File: config.mk
export PLATFORM = sky130hd
export DESIGN_NAME = cpu_datapath
export DESIGN_NICKNAME = d
export VERILOG_FILES = /design/src/rtl/cpu_pkg.sv /design/src/rtl/cpu_alu.sv /design/src/rtl/cpu_datapath.sv
export SDC_FILE = /design/constraint.sdc
export NUM_CORES = 1
export LEC_CHECK = 0
export ABC_AREA = 1
export CAP_MARGIN = 0
export CORE_MARGIN = 3
export CORE_UTILIZATION = 46
export CTS_CLUSTER_DIAMETER = 50
export DETAILED_ROUTE_END_ITERATION = 8
export GPL_ROUTABILITY_DRIVEN = 0
export PLACE_DENSITY = 0.84
export SLEW_MARGIN = 20
export SYNTH_ARGS = -nofsm -noshare
export SYNTH_HDL_FRONTEND = slang
export SYNTH_SLANG_ARGS = --single-unit
File: constraint.sdc
create_clock -name CLK -period 3.25 [get_ports CLK]
set_input_delay 0.65 -clock CLK [delete_from_list [all_inputs] [get_ports CLK]]
set_output_delay 0.65 -clock CLK [all_outputs]
set_load 0.01 [all_outputs]
File: src/rtl/cpu_pkg.sv
// Shared constants for the CPU datapath and controller: ALU function codes,
// instruction opcodes and instruction-register field layout.
package cpu_pkg;

    localparam logic [3:0] ALU_PASS_B = 4'd0;
    localparam logic [3:0] ALU_ADD    = 4'd1;
    localparam logic [3:0] ALU_SUB    = 4'd2;
    localparam logic [3:0] ALU_AND    = 4'd3;
    localparam logic [3:0] ALU_OR     = 4'd4;
    localparam logic [3:0] ALU_XOR    = 4'd5;
    localparam logic [3:0] ALU_NOT_A  = 4'd6;
    localparam logic [3:0] ALU_INC_A  = 4'd7;
    localparam logic [3:0] ALU_DEC_A  = 4'd8;
    localparam logic [3:0] ALU_SHL_A  = 4'd9;
    localparam logic [3:0] ALU_SHR_A  = 4'd10;

    localparam logic [4:0] OP_MOVLA  = 5'b00000;
    localparam logic [4:0] OP_MOVAR  = 5'b00010;
    localparam logic [4:0] OP_MOVIRA = 5'b00011;
    localparam logic [4:0] OP_MOVIAR = 5'b00100;
    localparam logic [4:0] OP_JZ     = 5'b10110;

    // Field positions above the literal, which occupies IR[DATA_W-1:0].
    localparam int OPC_W      = 5;
    localparam int IR_D_OFS   = 0;
    localparam int IR_OPC_OFS = 1;

endpackage

File: src/rtl/cpu_alu.sv
// Combinational ALU: computes a DATA_W+1 wide result whose top bit is the
// carry/borrow, plus a zero flag on the DATA_W-bit result.
module cpu_alu
    import cpu_pkg::*;
#(
    parameter int DATA_W = 8
) (
    input  logic [DATA_W-1:0] a,
    input  logic [DATA_W-1:0] b,
    input  logic [3:0]        op,
    output logic [DATA_W-1:0] y,
    output logic              c,
    output logic              z
);

    localparam logic [DATA_W:0] ONE = {{DATA_W{1'b0}}, 1'b1};

    logic [DATA_W:0] wide;

    always_comb begin
        wide = {1'b0, a};
        case (op)
            ALU_PASS_B: wide = {1'b0, b};
            ALU_ADD:    wide = {1'b0, a} + {1'b0, b};
            ALU_SUB:    wide = {1'b0, a} - {1'b0, b};
            ALU_AND:    wide = {1'b0, a & b};
            ALU_OR:     wide = {1'b0, a | b};
            ALU_XOR:    wide = {1'b0, a ^ b};
            ALU_NOT_A:  wide = {1'b0, ~a};
            ALU_INC_A:  wide = {1'b0, a} + ONE;
            ALU_DEC_A:  wide = {1'b0, a} - ONE;
            ALU_SHL_A:  wide = {a, 1'b0};
            // Shifted-out LSB lands in the carry position.
            ALU_SHR_A:  wide = {a[0], 1'b0, a[DATA_W-1:1]};
            default:    wide = {1'b0, a};
        endcase
    end

    assign y = wide[DATA_W-1:0];
    assign c = wide[DATA_W];
    assign z = (y == '0);

endmodule

File: src/rtl/cpu_datapath.sv
// CPU datapath: PC, IR, accumulator, MDR and flags, driven by the controller's
// control bus, with program-memory and RAM ports.
module cpu_datapath
    import cpu_pkg::*;
#(
    parameter int DATA_W = 8,
    parameter int ADDR_W = 8
) (
    input  logic                CLK,
    input  logic                Reset_in,
    input  logic                ALU_MUX,
    input  logic [3:0]          ALU_OP,
    input  logic                ALU_EN,
    input  logic                PC_INC,
    input  logic                PC_LOAD,
    input  logic                IR_WR_CLK,
    input  logic                RAM_WR,
    input  logic                RAM_RD,
    input  logic                FLAG_WR_CLK,
    input  logic                RAM_MUX,
    input  logic                MDR_WR_CLK,
    input  logic                A_WR_CLK,
    input  logic [DATA_W+5:0]   imem_data,
    input  logic [DATA_W-1:0]   mem_rdata,
    output logic [4:0]          opCode,
    output logic                D,
    output logic                CF,
    output logic                ZF,
    output logic [ADDR_W-1:0]   imem_addr,
    output logic [ADDR_W-1:0]   mem_addr,
    output logic [DATA_W-1:0]   mem_wdata,
    output logic                mem_we,
    output logic                mem_re,
    output logic [DATA_W-1:0]   A_out
);

    logic [ADDR_W-1:0] pc;
    logic [DATA_W+5:0] ir;
    logic [DATA_W-1:0] acc;
    logic [DATA_W-1:0] mdr;
    logic              cf;
    logic              zf;

    logic [DATA_W-1:0] literal;
    logic [DATA_W-1:0] b_opnd;
    logic [DATA_W-1:0] alu_y;
    logic              alu_c;
    logic              alu_z;
    logic [DATA_W-1:0] y;

    assign literal = ir[DATA_W-1:0];
    assign b_opnd  = ALU_MUX ? mdr : literal;
    assign y       = ALU_EN ? alu_y : b_opnd;

    cpu_alu #(.DATA_W(DATA_W)) u_alu (
        .a  (acc),
        .b  (b_opnd),
        .op (ALU_OP),
        .y  (alu_y),
        .c  (alu_c),
        .z  (alu_z)
    );

    always_ff @(posedge CLK) begin
        if (!Reset_in) begin
            pc  <= '0;
            ir  <= '0;
            acc <= '0;
            mdr <= '0;
            cf  <= 1'b0;
            zf  <= 1'b0;
        end else begin
            if (PC_LOAD)      pc  <= literal;
            else if (PC_INC)  pc  <= pc + 1'b1;
            if (IR_WR_CLK)    ir  <= imem_data;
            if (A_WR_CLK)     acc <= y;
            if (MDR_WR_CLK)   mdr <= mem_rdata;
            // Flags only reflect real ALU results, never a plain B pass-through.
            if (FLAG_WR_CLK && ALU_EN) begin
                cf <= alu_c;
                zf <= alu_z;
            end
        end
    end

    assign opCode    = ir[DATA_W+IR_OPC_OFS +: OPC_W];
    assign D         = ir[DATA_W+IR_D_OFS];
    assign CF        = cf;
    assign ZF        = zf;
    assign imem_addr = pc;
    assign mem_addr  = RAM_MUX ? mdr : literal;
    assign mem_wdata = acc;
    assign mem_we    = RAM_WR & Reset_in;
    assign mem_re    = RAM_RD & ~RAM_WR & Reset_in;
    assign A_out     = acc;

endmodule

### Gate families picked out

Drawn at 3 px/um.
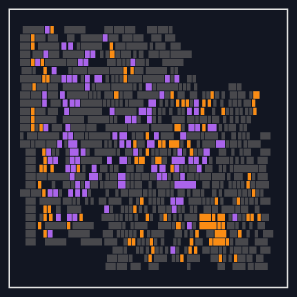
legend:
  nor cells:
    color: orange
    cells: 98
    most_used: nor2_1
  aoi and oai cells:
    color: purple
    cells: 105
    most_used: o21ai_0

### Power grid

Drawn at 4 px/um. Pins as bars on the die edge.
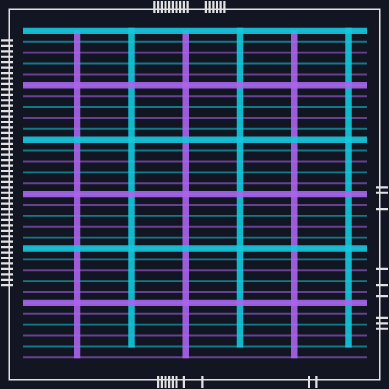
legend:
  VSS:
    color: purple
  VDD:
    color: cyan
signal pins: 81
rows: 30

### Clock distribution

Drawn at 3 px/um.
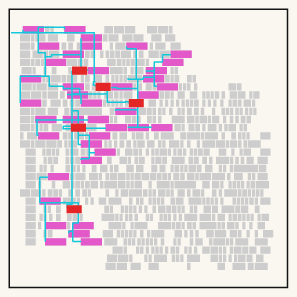
legend:
  flip-flops:
    color: magenta
    count: 40
  clock drivers:
    color: red
    count: 5
  clock wires:
    color: cyan
    length: 436 um
routed clock nets: 6
Final Skew: 10.8 ps
Clk network pwr share: 25.6%

==> Changelog: implementation <==
### Implementation results

* Clock Root Buffer: clkbuf_8
* Hold_sp: ZF
* Top class by area: multi-input combinational cells
* Total wire length at ~11 mm
* Peak supply drop at 0.262 mV
* Setup Crit Path Kind: in2reg
* DR WL/cell at between 10 and 15 um
* Comb pwr share at between 40% and 50%
* Pwr Density at 347 nW/um^2
* Cells after Synth at 583
* Gate Area at approximately 2300 sq um
* Syn avg cell area at just under 6 sq um
* Cell Area, Synth at about 3400 sq um
* P_int at ~1.1 mW
* Slew margin rel. at a little over half
* Most frequent logic cell in the layout: nand2_1
* Ant diodes at 0
* Area Growth Syn to Fin at 40.4%
* P_clk at 426 uW
* Min Hold Slack at 480 ps
* Max stage delay on crit path at 330 ps
* Tcrit/Tclk final at between 90% and 100%
* Comb power at 677 uW
* Pin slew with the least headroom to its limit at between 600 and 700 ps
* Most instantiated logic cells after routing: nand2_1, nor2_1, clkdlybuf4s50_1, inv_1, buf_4
* Die width at about 92 um
* CLK BUF at 6
* Init Core Util at approximately 49%
* Post-Synth Adder-Cell Area at between 10% and 20%
* Max Cap Viol at 0
* Fillers at about 600
* Asr flop ratio synth at 0%
* Mapped Nets at between 600 and 700
* Via Count at about 4.2k
* Sw frac at between 30% and 40%
* Status: complete, no violations
* Max Root-Sink Buffers at 2
* Largest net degree at the start of global routing at 30
* Invs w/o clock at around 65
* Top cells by area: dfxtp_1, nand2_1, nor2_1
* Synth cell types at 31
* Share of cells above drive strength 1 at approximately an eighth
* Setup TNS at 0 ps
* Net switching power at roughly 570 uW
* Arr. time, crit path at between 3000 and 4000 ps
* GR Overflow Total at 0
* YS chip area at around 3400 sq um
* WP data required at between 3000 and 4000 ps
* RSZ-0062 raised after global routing: yes
* Final tally of hold violations at 0
* Dpl cell area at around 4600 sq um
* Crit-path cells: clkbuf_2 > nand2_1 > o21ai_1 > inv_2 > ha_1 > or2_2 > a31oi_1 > ha_1 > nand2_1 > nand2_1 > inv_1 > nand2_1 > nand2_1 > nand2_1 > nand2_1 > nand2_1 > nor2_1 > nand2_1 > nor2_1 > nand3_1 > a21oi_1
* Post-CTS Setup Inserts at 0
* First-pass GRT wire length at 17.8 mm
* Hold EP: ZF
* Cell mode on critical path: nand2_1
* Max-area cell share at about a quarter
* Seq share, synth at a little under a quarter
* Non-clk bufs at around 130
* Final min period at 3020 ps
* Seq/total area at 16.7%
* Count of library flops with an enable pin at 0
* Clk ins delay skew pair at approximately 300 ps
* Clock buf/inv share at 2.53%
* Reg-to-reg slack, setup at 370 ps
* Yosys top cell by area: dfxtp_1
* Pre-CTS setup slack at -545 ps
* Inserted Clock Buffers at 5
* 1st-iter DRT viols at approximately 260
* Top Family by Delay on Critical Path: simple AND/OR/NAND/NOR gates
* Clk slew on worst S/H paths at around 80 ps
* Multi-In Gates at 454
* Aoi share at between 15 and 20%
* Dpl cells at about 790
* Crit end category: flip-flop
* Register Area at 801 sq um
* Slowest CP cell: ha_1
* Final WS setup at 231 ps
* R2R Path End: ZF
* Synth Warn # at 0
* I/O pins at between 80 and 90
* Comb/total area at about 48%
* Buf+Inv Stages, Crit Path at 3
* Largest power group: combinational logic
* Buffering overhead at between 20 and 30%
* Seq power at approximately 560 uW
* Worst Hold Class: reg2reg
* Initial antenna violation count at 0
* Leak at 2.32 nW
* Simple share at 36.7%
* Die Area at ~8500 sq um
* Core Region at around 7000 sq um
* Tap Count at 96
* Synth top cells by count: nand2_1, nor2_1, inv_1
* Port buffer count at ~80
* Fmax at 0.331 GHz
* CTS Hold Bufs at 0
* CP startpoint: ALU_MUX
* Final net count at between 700 and 800
* Tool warning count at 35
* Worst hold path depth at 2
* GRT Total Usage at 25.5%
* R2R depth at 20
* H-tree depth at 2
* Post-synth mux share at 0%
* Most instantiated library cell after synthesis: nand2_1
* XORs/XNORs by Area at under 10%
* Post-DP HPWL at approximately 8.6 mm
* CP max FO at 10
* CTS tree: yes
* WP depth at 21
* Setup violators final at 0
* Registers at around 40
* Iteration count of the initial detailed-routing pass at 5
* Post-route ant nets at 0
* Post-cts sizing count at 1
* Seq pwr share at roughly 34%
* Vias in the first global route at 3,993
* Routed vias/inst at between 5 and 6
* Die extent in y at 92.3 um
* DRC violations left at 0
* Register bit total from synthesis at approximately 40
## registers in the layout, indices dropped and copies added (netlist names)
name,count
ZF,1
ir,14
A_out,8
imem_addr,8
mdr,8
CF,1
## stage by stage
step / util (%) / power, mW
finish: 68.5 / 1.67
detailed placement: 65.4 / 1.21
global route: 68.5 / 1.77
floorplan: - / 0.913
global placement: 65.4 / 1.19
CTS: 67.1 / 1.63
## layer usage
metal / GRT usage, % / share of wire [%] / vias up
li1: - / - / 2080
met1: 29.9 / 40 / 1894
met2: 45.8 / 49 / 177
met3: 5.33 / 8.3 / 30
met4: 9.03 / 2.6 / 0
met5: 0 / 0 / -
Power is estimated from default activity; no workload was simulated.
